$ cat config.mk
export PLATFORM = sky130hd
export DESIGN_NAME = mem_port_arbiter
export DESIGN_NICKNAME = d
export VERILOG_FILES = /design/src/rtl/cpu_arb_pkg.sv /design/src/rtl/mem_port_arbiter_mux2.sv /design/src/rtl/mem_port_arbiter.sv
export SDC_FILE = /design/constraint.sdc
export NUM_CORES = 1
export LEC_CHECK = 0
export CAP_MARGIN = 20
export CORE_ASPECT_RATIO = 1.25
export CORE_MARGIN = 10
export CORE_UTILIZATION = 57
export DETAILED_ROUTE_END_ITERATION = 10
export DONT_BUFFER_PORTS = 1
export HOLD_SLACK_MARGIN = 0.1
export PLACE_DENSITY_LB_ADDON = 0.25
export SLEW_MARGIN = 5
export SYNTH_ARGS = -nofsm -noshare
export SYNTH_HDL_FRONTEND = slang
export SYNTH_SLANG_ARGS = --single-unit
$ cat constraint.sdc
create_clock -name clk -period 1.6 [get_ports clk]
set_input_delay 0.24 -clock clk [delete_from_list [all_inputs] [get_ports clk]]
set_output_delay 0.24 -clock clk [all_outputs]
set_load 0.03 [all_outputs]
$ cat src/rtl/cpu_arb_pkg.sv
// Shared types and encodings for the memory-port arbiter.
package cpu_arb_pkg;

    typedef enum logic [1:0] {
        ST_IDLE = 2'd0,
        ST_BUSY = 2'd1,
        ST_DONE = 2'd2
    } state_t;

    localparam logic SEL_A = 1'b0;
    localparam logic SEL_B = 1'b1;

endpackage

$ cat src/rtl/mem_port_arbiter_mux2.sv
// Generic 2:1 select; ctrl=0 passes in0, ctrl=1 passes in1.
module mem_port_arbiter_mux2 #(
    parameter int N = 1
) (
    input  logic [N-1:0] in0,
    input  logic [N-1:0] in1,
    input  logic         ctrl,
    output logic [N-1:0] y
);

    assign y = ctrl ? in1 : in0;

endmodule

$ cat src/rtl/mem_port_arbiter.sv
// Two-requester arbiter in front of a single-ported memory with req/ack handshake.
// Build option: ARB_FIXED_PRIO_EN makes A win every tie instead of round-robin.
module mem_port_arbiter
    import cpu_arb_pkg::*;
#(
    parameter int N  = 32,
    parameter int AW = 32
) (
    input  logic          clk,
    input  logic          rst_n,
    input  logic          req_a,
    input  logic          we_a,
    input  logic [AW-1:0] addr_a,
    input  logic [N-1:0]  wdata_a,
    input  logic          req_b,
    input  logic          we_b,
    input  logic [AW-1:0] addr_b,
    input  logic [N-1:0]  wdata_b,
    output logic          done_a,
    output logic          done_b,
    output logic [N-1:0]  rdata,
    output logic          sel,
    output logic          busy,
    output logic          mem_req,
    output logic          mem_we,
    output logic [AW-1:0] mem_addr,
    output logic [N-1:0]  mem_wdata,
    input  logic          mem_ack,
    input  logic [N-1:0]  mem_rdata
);

    state_t        state;
    logic          grant_b;
    logic          cmd_we;
    logic [AW-1:0] cmd_addr;
    logic [N-1:0]  cmd_wdata;

`ifdef ARB_FIXED_PRIO_EN
    assign grant_b = req_b & ~req_a;
`else
    // last starts at B so that A takes the very first tie
    logic last;
    assign grant_b = req_b & (~req_a | (last == SEL_A));
`endif

    mem_port_arbiter_mux2 #(.N(1)) u_mux_we (
        .in0(we_a), .in1(we_b), .ctrl(grant_b), .y(cmd_we)
    );
    mem_port_arbiter_mux2 #(.N(AW)) u_mux_addr (
        .in0(addr_a), .in1(addr_b), .ctrl(grant_b), .y(cmd_addr)
    );
    mem_port_arbiter_mux2 #(.N(N)) u_mux_wdata (
        .in0(wdata_a), .in1(wdata_b), .ctrl(grant_b), .y(cmd_wdata)
    );

    always_ff @(posedge clk or negedge rst_n) begin
        if (!rst_n) begin
            state     <= ST_IDLE;
`ifndef ARB_FIXED_PRIO_EN
            last      <= SEL_B;
`endif
            sel       <= SEL_A;
            busy      <= 1'b0;
            done_a    <= 1'b0;
            done_b    <= 1'b0;
            rdata     <= '0;
            mem_req   <= 1'b0;
            mem_we    <= 1'b0;
            mem_addr  <= '0;
            mem_wdata <= '0;
        end else begin
            done_a <= 1'b0;
            done_b <= 1'b0;
            unique case (state)
                ST_IDLE: begin
                    if (req_a | req_b) begin
                        sel       <= grant_b;
`ifndef ARB_FIXED_PRIO_EN
                        last      <= grant_b;
`endif
                        mem_we    <= cmd_we;
                        mem_addr  <= cmd_addr;
                        mem_wdata <= cmd_wdata;
                        mem_req   <= 1'b1;
                        busy      <= 1'b1;
                        state     <= ST_BUSY;
                    end
                end
                ST_BUSY: begin
                    // Command stays frozen until the memory acknowledges
                    if (mem_ack) begin
                        rdata   <= mem_rdata;
                        mem_req <= 1'b0;
                        done_a  <= (sel == SEL_A);
                        done_b  <= (sel == SEL_B);
                        state   <= ST_DONE;
                    end
                end
                ST_DONE: begin
                    busy  <= 1'b0;
                    state <= ST_IDLE;
                end
                default: begin
                    busy    <= 1'b0;
                    mem_req <= 1'b0;
                    state   <= ST_IDLE;
                end
            endcase
        end
    end

endmodule

Figure 1. Selected gate families.
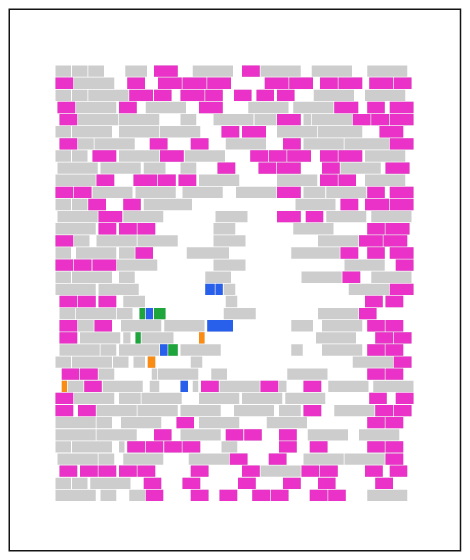
Blue is aoi and oai cells, cells 6, most used o21ai_0, where middle. Green is nand cells, cells 4, most used nand2_1. Magenta is mux cells, cells 162, most used mux2_2, where spread over the die. Orange is nor cells, cells 3, most used nor2_1.

Figure 2. Routing congestion.
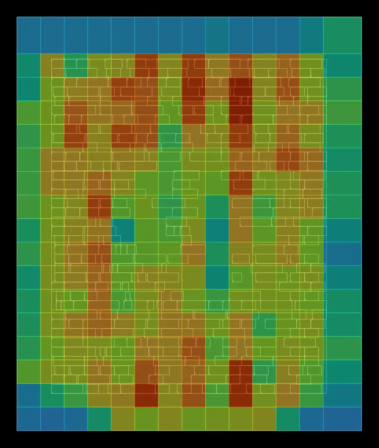
GRT Resource Usage Total: 0.2042
GRT busiest layer: met2
M1 GR Usage: 0.2035
M3 GR Usage: 0.1168
met2 GRT Util: 0.3500

==> results.ini <==
[status]
status=finished with violations
violations=hold timing, setup timing

[critical_path]
cp-start-kind=flip-flop
slowest_delay_ns=0.55
r2r_slack_ns=-0.08
path_delay_family=multiplexers
cp_data_arrival_time_ns=1.94
worst-path-stages=5
r2r_end=mem_addr[1]$_DFFE_PN0P_
r2r_cells=5

[pwr]
power_density_mw_per_mm2=2250

[clock_network]
cts_buffers=9
clk_latency_ns=0.37
cts_sinks=105
clock_path_buffers=2

[floorplanning]
fp-utilization=0.5919
die-area_sq_mm=0.01223
rows=36

[detailed_routing]
viasPerCell=5.995
wl_mm=12.98
wire_per_inst_um=29.38
firstDrtPassIters=4
drc=0
postRouteAntennaNets=0

[place]
hpwl_mm=9.330
placed_area_sq_mm=0.004782
place.gp.congestion=0.7682

[final_timing]
finalHoldViolations=105
final.setup.worst_slack_ns=-0.07819
timing.slew.headroom=0.7437
slew_violations=0
max_freq_ghz=0.5959
finalClockPeriodUsage=1.049
whs_ns=-0.4497
finalSetupViolations=63

[layout]
lay_top_cells=104 x dfrtp_1, 99 x mux2_2, 37 x mux2_4
fin_area_sq_mm=0.005588
drive_gt1_frac=0.4755
fill_cells=496
n_antenna_cell=0
layout.area.seq_sq_mm=0.002629
final_nets=509

[job]
warnings=33

[synthesis]
synthesis.area_sq_mm=0.004666
ys_warn_count=0
synth_area_per_cell_sq_um=15.45
fp_nets=469
yosysTopAreaCell=dfrtp_1
synth_seq_share=0.5634

[global_route]
grt_max_degree=106

## metrics by stage
| step | cells | worst slack [ns] | setup TNS, ns | power, uW |
|---|---|---|---|---|
| after CTS | 441 | -0.07202 | -2.322 | 12530 |
| after floorplan | 302 | -0.01212 | -0.4553 | 9670 |
| final | 442 | -0.07819 | -2.563 | 12570 |
| after detailed placement | 387 | -0.09167 | -3.489 | 10580 |
| after global routing | 442 | -0.1242 | -5.696 | 13150 |
| after global placement | 387 | -0.06482 | -2.012 | 10450 |
## cell families after synthesis
| group | after synthesis | synth area share |
|---|---|---|
| buffers and inverters | 19 | 0.02655 |
| DFF | 105 | 0.5634 |
| muxes | 162 | 0.3910 |
| and+or+nand+nor | 8 | 0.008584 |
| AOI/OAI and AO/OA | 8 | 0.01046 |
## registers in the layout (all words and copies together), names as in the netlist
| name | flops |
|---|---|
| mem_addr | 32 |
| mem_we | 1 |
| last | 1 |
| mem_wdata | 32 |
| rdata | 32 |
| mem_req | 1 |
| sel | 1 |
| state | 2 |
| busy | 1 |
| done_a | 1 |
| done_b | 1 |
## cells in the mapped netlist
cell      instances
buf_2            12
a21o_1            1
nor3_1            1
nand2b_1          1
nor2_1            2
dfrtp_1         104
nand2_1           2
o21ai_0           3
inv_1             2
o21ai_1           1
and2_1            1
a21oi_1           1
dfstp_2           1
nand3b_1          1
mux2_2          123
a21bo_2           1
buf_6             5
mux2_1           39
a31oi_1           1
## routing by layer
metal | wire length (um) | vias up
met5 | 0 | -
met4 | 173 | 0
met3 | 1825 | 14
met2 | 6783 | 165
met1 | 4202 | 1319
li1 | - | 1152
## repair_timing
action | CTS | global route
setup buffers | 1 | 0
cloned | 2 | 1
gates resized | 17 | 23
endpoints found under the hold margin | 140 | 105
pin swaps | 0 | 0
endpoints found under the setup margin | 65 | 65
## worst reg2reg max path, stage by stage, from the launching register on
cell and delay (ns):
dfstp_2 0.55, a21bo_4 0.17, buf_12 0.14, buf_16 0.14, mux2_4 0.31, mux2_2 0.26
## report_power, final
group | total, uW | switching [uW] | internal [uW] | leakage [uW]
combinational | 3060 | 1060 | 2000 | 0.00114
clock | 1750 | 878 | 874 | 0.000106
sequential | 7760 | 3780 | 3980 | 0.00123
total | 12600 | 5720 | 6850 | 0.00248
## how the worst max path moves through the flow
| stage | start | to | slack, ns |
|---|---|---|---|
| after floorplan | last$_DFFE_PN1P_ | mem_addr[0]$_DFFE_PN0P_ | -0.01 |
| after global placement | last$_DFFE_PN1P_ | mem_wdata[13]$_DFFE_PN0P_ | -0.06 |
| after detailed placement | last$_DFFE_PN1P_ | mem_wdata[23]$_DFFE_PN0P_ | -0.09 |
| after CTS | last$_DFFE_PN1P_ | mem_addr[16]$_DFFE_PN0P_ | -0.07 |
| after global routing | last$_DFFE_PN1P_ | mem_addr[20]$_DFFE_PN0P_ | -0.12 |
| final | last$_DFFE_PN1P_ | mem_addr[1]$_DFFE_PN0P_ | -0.08 |
## area by class of cell
class	count	area share
flip-flops and latches	105	0.4704
multi-input cells	178	0.3704
repair buffers	46	0.09897
clock buffers	10	0.02284
well taps	95	0.02127
clock inverters	6	0.01478
inverters	2	0.001343
Power and IR drop assume default switching activity.
